Fig. 1: signal wires by layer
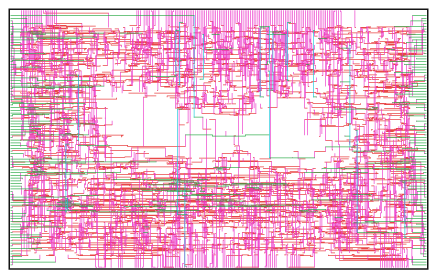
Fig. 2: placed standard cells
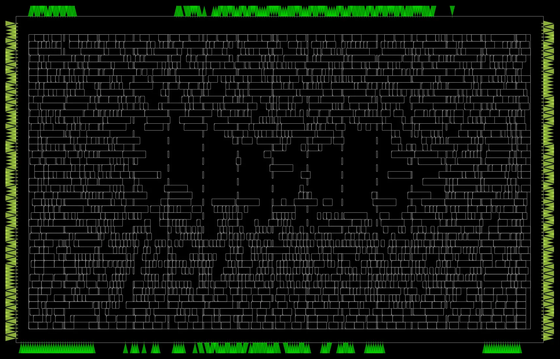
Fig. 3: pin placement
Pins as bars across the die edge, other pins in gray.
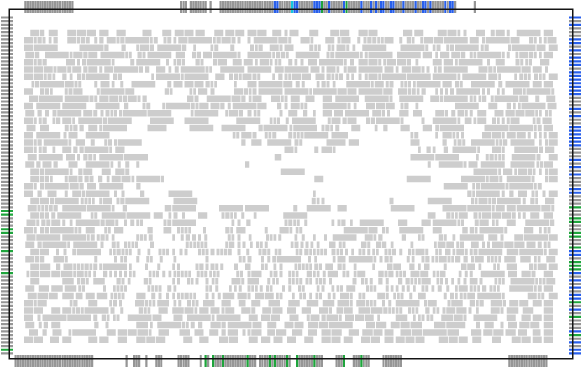
Fig. 4: placed cells, one color a class
Fill, decap, tap and diode cells in gray.
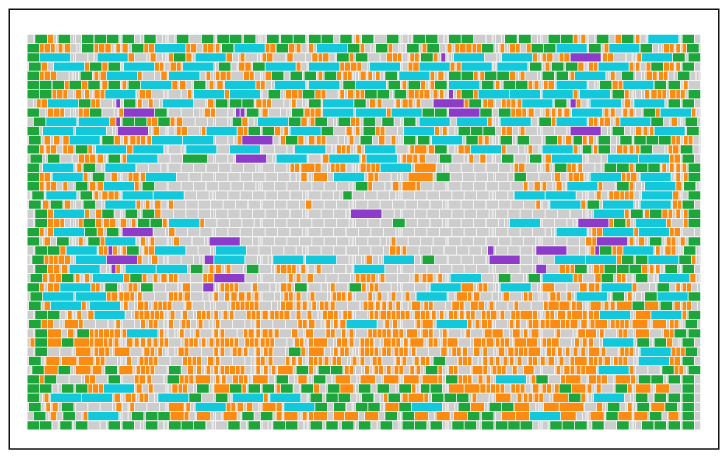
--- config.mk ---
export PLATFORM = sky130hd
export DESIGN_NAME = vlane_mem_unit
export DESIGN_NICKNAME = d
export VERILOG_FILES = /design/src/rtl/vlane_mem_unit_pkg.sv /design/src/rtl/vlane_mem_unit_agu.sv /design/src/rtl/vlane_mem_unit.sv
export SDC_FILE = /design/constraint.sdc
export NUM_CORES = 1
export LEC_CHECK = 0
export ABC_AREA = 1
export CAP_MARGIN = 15
export CORE_ASPECT_RATIO = 0.6
export CORE_MARGIN = 5
export CORE_UTILIZATION = 43
export CTS_BUF_LIST = sky130_fd_sc_hd__clkbuf_16
export CTS_CLUSTER_DIAMETER = 150
export CTS_CLUSTER_SIZE = 14
export DETAILED_ROUTE_END_ITERATION = 16
export PLACE_DENSITY = 0.81
export SLEW_MARGIN = 20
export SYNTH_ARGS = -nofsm -noshare
export SYNTH_HDL_FRONTEND = slang
export SYNTH_HIERARCHICAL = 1
export SYNTH_SLANG_ARGS = --single-unit
--- constraint.sdc ---
create_clock -name clk -period 6.6 [get_ports clk]
set_input_delay 0.99 -clock clk [delete_from_list [all_inputs] [get_ports clk]]
set_output_delay 0.99 -clock clk [all_outputs]
set_load 0.05 [all_outputs]
--- src/rtl/vlane_mem_unit_pkg.sv ---
// Shared vector package for the lane memory unit.
// Contents:
//   vmu_state_e         - load/store unit FSM states
//   vmu_req_t           - captured request (we, addr, wdata, dest)
//   vrf_wb_t            - VRF write-back bundle
//   to_vector_execution - builds a write-back bundle, zeroed when not strobing
// Struct field widths are fixed at the lane defaults; the unit's parameters
// must not exceed VMU_DATA_W / VMU_ADDR_W.
package vlane_mem_unit_pkg;

  localparam int VMU_DATA_W = 64;
  localparam int VMU_ADDR_W = 32;
  localparam int VRF_ADDR_W = 5;

  typedef enum logic [2:0] {
    IDLE,
    REQ,
    RESP,
    WB,
    SDONE
  } vmu_state_e;

  typedef struct packed {
    logic                  we;
    logic [VMU_ADDR_W-1:0] addr;
    logic [VMU_DATA_W-1:0] wdata;
    logic [VRF_ADDR_W-1:0] dest;
  } vmu_req_t;

  typedef struct packed {
    logic                  strobe;
    logic [VRF_ADDR_W-1:0] dest;
    logic [VMU_DATA_W-1:0] data;
  } vrf_wb_t;

  function automatic vrf_wb_t to_vector_execution(
    input logic                  strobe,
    input logic [VRF_ADDR_W-1:0] dest,
    input logic [VMU_DATA_W-1:0] data
  );
    vrf_wb_t wb;
    wb.strobe = strobe;
    wb.dest   = strobe ? dest : '0;
    wb.data   = strobe ? data : '0;
    return wb;
  endfunction

endpackage

--- src/rtl/vlane_mem_unit_agu.sv ---
// vmu_agu: combinational lane address generator.
// addr = base_addr + (indexed_op ? index : stride_offset), carry dropped.
// Ports:
//   indexed_op    in   select index (1) or stride_offset (0) as offset
//   base_addr     in   scalar base address
//   stride_offset in   unit-stride / strided lane offset
//   index         in   per-element index, already truncated to ADDR_WIDTH
//   addr          out  generated address
module vmu_agu
  import vlane_mem_unit_pkg::*;
#(
  parameter int ADDR_WIDTH = VMU_ADDR_W
) (
  input  logic                  indexed_op,
  input  logic [ADDR_WIDTH-1:0] base_addr,
  input  logic [ADDR_WIDTH-1:0] stride_offset,
  input  logic [ADDR_WIDTH-1:0] index,
  output logic [ADDR_WIDTH-1:0] addr
);

  assign addr = base_addr + (indexed_op ? index : stride_offset);

endmodule

--- src/rtl/vlane_mem_unit.sv ---
// vlane_mem_unit: per-lane vector load/store unit.
// Captures one load or store from issue, performs a single valid/ready
// request on the lane memory port, and returns load data to the VRF.
// Ports:
//   clk, rst                    clock, asynchronous active-high reset
//   ld_valid, st_valid          load / store request from issue
//   indexed_op                  use indexed (else stride_offset) as offset
//   ld_destination              load destination vector register
//   wrdata, indexed             store data, index operand
//   base_addr, stride_offset    address operands
//   busy                        unit not idle
//   mem_req_*                   memory request channel (valid/ready)
//   mem_resp_valid/rdata        load response
//   read_done, load_data_destination, data_from_load   VRF write-back
//   st_done                     store-complete pulse
//   protocol_err                sticky: ld_valid and st_valid together
// All outputs come from registers or are decoded from state.
module vlane_mem_unit
  import vlane_mem_unit_pkg::*;
#(
  parameter int LANES_DATA_WIDTH = VMU_DATA_W,
  parameter int ADDR_WIDTH       = VMU_ADDR_W
) (
  input  logic                        clk,
  input  logic                        rst,
  input  logic                        ld_valid,
  input  logic                        st_valid,
  input  logic                        indexed_op,
  input  logic [4:0]                  ld_destination,
  input  logic [LANES_DATA_WIDTH-1:0] wrdata,
  input  logic [LANES_DATA_WIDTH-1:0] indexed,
  input  logic [ADDR_WIDTH-1:0]       base_addr,
  input  logic [ADDR_WIDTH-1:0]       stride_offset,
  output logic                        busy,
  output logic                        mem_req_valid,
  input  logic                        mem_req_ready,
  output logic                        mem_req_we,
  output logic [ADDR_WIDTH-1:0]       mem_req_addr,
  output logic [LANES_DATA_WIDTH-1:0] mem_req_wdata,
  input  logic                        mem_resp_valid,
  input  logic [LANES_DATA_WIDTH-1:0] mem_resp_rdata,
  output logic                        read_done,
  output logic [4:0]                  load_data_destination,
  output logic [LANES_DATA_WIDTH-1:0] data_from_load,
  output logic                        st_done,
  output logic                        protocol_err
);

  vmu_state_e                  state, state_next;
  vmu_req_t                    req;
  logic [LANES_DATA_WIDTH-1:0] load_data;
  logic [ADDR_WIDTH-1:0]       agu_addr;
  logic                        capture;
  vrf_wb_t                     wb;

  // Only the low ADDR_WIDTH bits of the index take part in addressing.
  if (LANES_DATA_WIDTH > ADDR_WIDTH) begin : g_idx_hi
    logic unused_index_hi;
    assign unused_index_hi = ^indexed[LANES_DATA_WIDTH-1:ADDR_WIDTH];
  end

  vmu_agu #(
    .ADDR_WIDTH(ADDR_WIDTH)
  ) u_agu (
    .indexed_op   (indexed_op),
    .base_addr    (base_addr),
    .stride_offset(stride_offset),
    .index        (indexed[ADDR_WIDTH-1:0]),
    .addr         (agu_addr)
  );

  assign capture = (state == IDLE) && (ld_valid || st_valid);

  // State register
  always_ff @(posedge clk or posedge rst) begin
    if (rst) state <= IDLE;
    else     state <= state_next;
  end

  // Next-state logic
  always_comb begin
    state_next = state;
    unique case (state)
      IDLE:    if (ld_valid || st_valid) state_next = REQ;
      REQ:     if (mem_req_ready) state_next = req.we ? SDONE : RESP;
      RESP:    if (mem_resp_valid) state_next = WB;
      WB:      state_next = IDLE;
      SDONE:   state_next = IDLE;
      default: state_next = IDLE;
    endcase
  end

  // Request capture, load data capture and sticky protocol error.
  // A simultaneous ld/st is executed as a load, so we requires !ld_valid.
  always_ff @(posedge clk or posedge rst) begin
    if (rst) begin
      req          <= '0;
      load_data    <= '0;
      protocol_err <= 1'b0;
    end else begin
      if (capture) begin
        req.we    <= st_valid && !ld_valid;
        req.addr  <= VMU_ADDR_W'(agu_addr);
        req.wdata <= (st_valid && !ld_valid) ? VMU_DATA_W'(wrdata) : '0;
        req.dest  <= ld_destination;
        if (ld_valid && st_valid) protocol_err <= 1'b1;
      end
      if ((state == RESP) && mem_resp_valid) load_data <= mem_resp_rdata;
    end
  end

  // Output decode
  always_comb begin
    busy          = (state != IDLE);
    mem_req_valid = (state == REQ);
    mem_req_we    = (state == REQ) && req.we;
    mem_req_addr  = (state == REQ) ? ADDR_WIDTH'(req.addr) : '0;
    mem_req_wdata = (state == REQ) ? LANES_DATA_WIDTH'(req.wdata) : '0;
    st_done       = (state == SDONE);
    wb            = to_vector_execution(state == WB, req.dest, VMU_DATA_W'(load_data));
    read_done             = wb.strobe;
    load_data_destination = wb.dest;
    data_from_load        = LANES_DATA_WIDTH'(wb.data);
  end

endmodule

==> impl_metrics.py <==
# Metrics from the implementation run
metrics = {
    "critical_path": {
        "critical_path.cell_chain": "nand3_2, buf_4, nor2_1, clkdlybuf4s50_1",
        "endpoint_kind": "primary output",
        "worst_ep_arrival_time_ps": 3250,
        "worst_path_largest_cell_delay_ps": 870,
        "start_kind": "flop",
        "crit-reg2reg-launch": "state[0]$_DFFE_PP0P_",
        "worstPathRequired_ps": 5610,
        "crit_family": "buffers and inverters",
        "critical_path_class": "reg -> out",
        "critical-path-slowest-cell": "sky130_fd_sc_hd__clkdlybuf4s50_1",
        "worst-path-buf-inv": 2,
        "cp-startpoint": "state[0]$_DFFE_PP0P_",
        "path_max_fanout": 40,
    },
    "clock_network": {
        "clock_tree.buffer_depth": 2,
        "cts_setup_buffers": 0,
        "number_of_hold_buffers_added_after_cts": 0,
        "insertion_delay_ps": 420,
        "cts_tree": "yes",
        "ctsResizeCount": 0,
        "htree_num_levels": 4,
        "clock_sinks": 170,
        "clk_pin_slew_ps": 70,
        "cts_made_buffers": 17,
        "clockRootBuffer": "sky130_fd_sc_hd__clkbuf_16",
    },
    "global_route": {
        "globalRouteOverflowTotal": 0,
        "grt_max_degree": 129,
        "vias_in_the_first_global_route": 10100,
        "number_of_antenna_violations_at_the_first_check_in_global_routing": 0,
        "grt_use_total_pct": 24.8,
        "grt_first_pass_wirelength_mm": 53.5,
    },
    "placed_design": {
        "placement.io_buffers": 406,
        "globalplace.congestion": 0.998,
        "dp.final_hpwl_mm": 26.8,
    },
    "logic_synthesis": {
        "yosysTopAreaCell": "sky130_fd_sc_hd__dfrtp_1",
        "edf_count": 0,
        "synth_stat.cells": 1459,
        "synth_flops": 170,
        "yosys-top-cells-area": "sky130_fd_sc_hd__dfrtp_1, sky130_fd_sc_hd__inv_1, sky130_fd_sc_hd__nor2_1, sky130_fd_sc_hd__nand2_1, sky130_fd_sc_hd__nand3_1",
        "ys_types": 29,
        "post_synth_inst_count": 1459,
        "syn_area_per_cell_sq_um": 7.03,
        "ff_type": "sky130_fd_sc_hd__dfrtp_1",
        "fraction_of_synthesis_flops_using_an_asynchronous_set_or_reset_pin_pct": 100,
        "synth_area_sq_um": 10300,
        "yosys_chip_area_sq_um": 10300,
        "fp_nets": 1759,
        "synth_sequential_area_ratio_pct": 41.5,
        "synth_warnings": 6,
        "post-synth-top-area-fraction_pct": 41.5,
        "synthMostInstantiatedCell": "sky130_fd_sc_hd__inv_1",
        "synth_top_cells_by_count": "sky130_fd_sc_hd__inv_1, sky130_fd_sc_hd__nor2_1, sky130_fd_sc_hd__nand2_1, sky130_fd_sc_hd__dfrtp_1, sky130_fd_sc_hd__nand3_1",
    },
    "drt": {
        "via_count": 10400,
        "routed-wl-met2_mm": 16.0,
        "wirelength_mm": 34.8,
        "number_of_design_rule_violations_left_by_the_first_detailed_router_iteration": 755,
        "ant_nets": 0,
        "drc": 0,
        "drt-vias-per-instance": 4.85,
        "length_of_routed_met3_wiring_mm": 3.22,
        "highest_layer": "met4",
        "avgRoutedWirePerCell_um": 16.2,
        "drt_pass1_iterations": 5,
        "wl_met1_mm": 15.0,
    },
    "timing": {
        "max_transition_viols_final": 0,
        "slew-limit-headroom_pct": 32.6,
        "tightest_slew_ps": 1010,
        "max_freq_mhz": 236,
        "rsz_0062_raised_after_global_routing": "no",
        "skew_ps": 10.9,
        "setup_viol": 0,
        "hold_viol_final": 0,
        "min_period_over_period_pct": 64.2,
        "setup_total_negative_slack_ps": 0,
        "finalCriticalPeriod_ps": 4240,
    },
    "layout": {
        "final_common_cell": "sky130_fd_sc_hd__clkdlybuf4s50_1",
        "area_share_clock_buf_inv_pct": 3.29,
        "largest_class": "multi-input combinational cells",
        "n_multi_input_combinational_cell": 934,
        "layout.nets": 2126,
        "antenna_cells": 0,
        "layout.core_utilization_pct": 64.4,
        "final.fill_count": 1981,
        "gate_area_sq_um": 4640,
        "layout_top_cells_excl_fill_tap": "sky130_fd_sc_hd__clkdlybuf4s50_1, sky130_fd_sc_hd__inv_1, sky130_fd_sc_hd__nor2_1",
        "nonClockInverterCount": 290,
        "comb_share_pct": 30.9,
        "drive_gt1_share_pct": 4.95,
        "buffers": 413,
        "n_clock_buffer": 17,
        "layout-area-overhead-vs-synth_pct": 46.3,
        "regArea_sq_um": 4250,
        "seq_share_pct": 28.3,
        "bufAreaShareNonClock_pct": 27.5,
        "design.seq.count": 170,
    },
    "power": {
        "comb_power_share_pct": 58.3,
        "p_sw_share_pct": 49.8,
        "clkPwrFrac_pct": 15.1,
        "internal_power_mw": 2.94,
        "switching_power_mw": 2.91,
        "irDropWorstVdd_mv": 0.254,
        "sequentialPowerShare_pct": 26.6,
        "p_leak_nw": 7.41,
        "power_density_nw_per_um2": 390,
    },
    "floorplan": {
        "design.die.area_sq_um": 27100,
        "die_width_um": 209,
        "die_height_um": 130,
        "boundaryPins": 439,
        "placementRows": 43,
        "fp_util_pct": 44.0,
    },
    "run": {
        "drv.max_cap_violation_count": 0,
        "openroad.warnings": 60,
    },
    "run_status": {
        "status": "finished, final reports clean",
    },
    "hold_path": {
        "hp-start": "protocol_err$_DFFE_PP0P_",
        "timing.hold.worst.class": "reg -> reg",
    },
}
Notes on Fig. 1 above:
Key: M2 = magenta [wire length 16000 um]; M1 = red [wire length 15000 um]; M4 = cyan [wire length 625 um]; M3 = green [wire length 3220 um]

Notes on Fig. 2 above:
tap cells: 315
core area: 23300 sq um

Notes on Fig. 3 above:
Key: `mem_req_addr` = green [pins 32, direction output, edge 12 right, 11 bottom, 7 left, 2 top]; `data_from_load` = blue [pins 64, direction output, edge 40 right, 24 top]; `mem_req_valid` = cyan [pins 1, direction output, edge top]
All pins by edge: 128 top, 125 bottom, 93 right, 93 left.

Notes on Fig. 4 above:
Key: remaining buffers and delay cells = green [cells 413]; remaining logic cells = orange [cells 1224]; clock drivers and dummy loads = purple [cells 31]; registers = cyan [cells 170]

[power by group through the flow]
stage	logic, mW	clock network, mW	registers (mW)
5_1_grt	3.68	0.940	1.59
2_1_floorplan	2.34	0	1.54
3_5_place_dp	3.41	0	1.57
6_report	3.41	0.880	1.56
4_1_cts	3.43	0.897	1.55
3_3_place_gp	3.35	0	1.56
[registers in the layout (all words and copies together) (netlist names)]
signal        count
load_data        64
state             3
req             102
protocol_err      1
[cells by family after synthesis]
group	count (synthesis)	share of synthesized area [%]
and+or+nand+nor	664	26.5
buffers and inverters	355	13.7
AOI/OAI and AO/OA	190	9.41
DFF	170	41.5
muxes	32	3.51
adders and majority gates	32	3.98
xor gates and xnor gates	16	1.37
[per-stage QoR]
step                hold WS, ps  total power, mW  std cells  setup WS, ps  instance area (sq um)
detailed placement          486             4.98       2122          2210                  14500
floorplan                   481             3.87       1459          1010                  10300
global route                526             6.21       2153          2180                  15000
CTS                         506             5.88       2153          2330                  15000
global placement            465             4.91       2122          2300                  14500
finish                      505             5.85       2153          2360                  15000
[worst paths after layout]
kind / endpoint / slack, ps / cells after the start
setup / recovery: data_from_load[47] / 2360 / 4
hold / removal: protocol_err$_DFFE_PP0P_ / 500 / 1
setup reg to reg: req[74]$_DFFE_PP0P_ / 4210 / 5
hold reg to reg: protocol_err$_DFFE_PP0P_ / 500 / 1
max in group asynchronous: req[32]$_DFFE_PP0P_ / 4220 / 3
min in group asynchronous: load_data[30]$_DFFE_PP0P_ / 1020 / 2
[layer usage]
| metal | global-route usage, % | vias to the layer above |
|---|---|---|
| met5 | 0 | - |
| met4 | 6.48 | 0 |
| met3 | 7.62 | 43 |
| met2 | 40.3 | 413 |
| met1 | 32.8 | 4822 |
| li1 | - | 5154 |
No activity file was given, so power comes from the tool's default toggle rates.
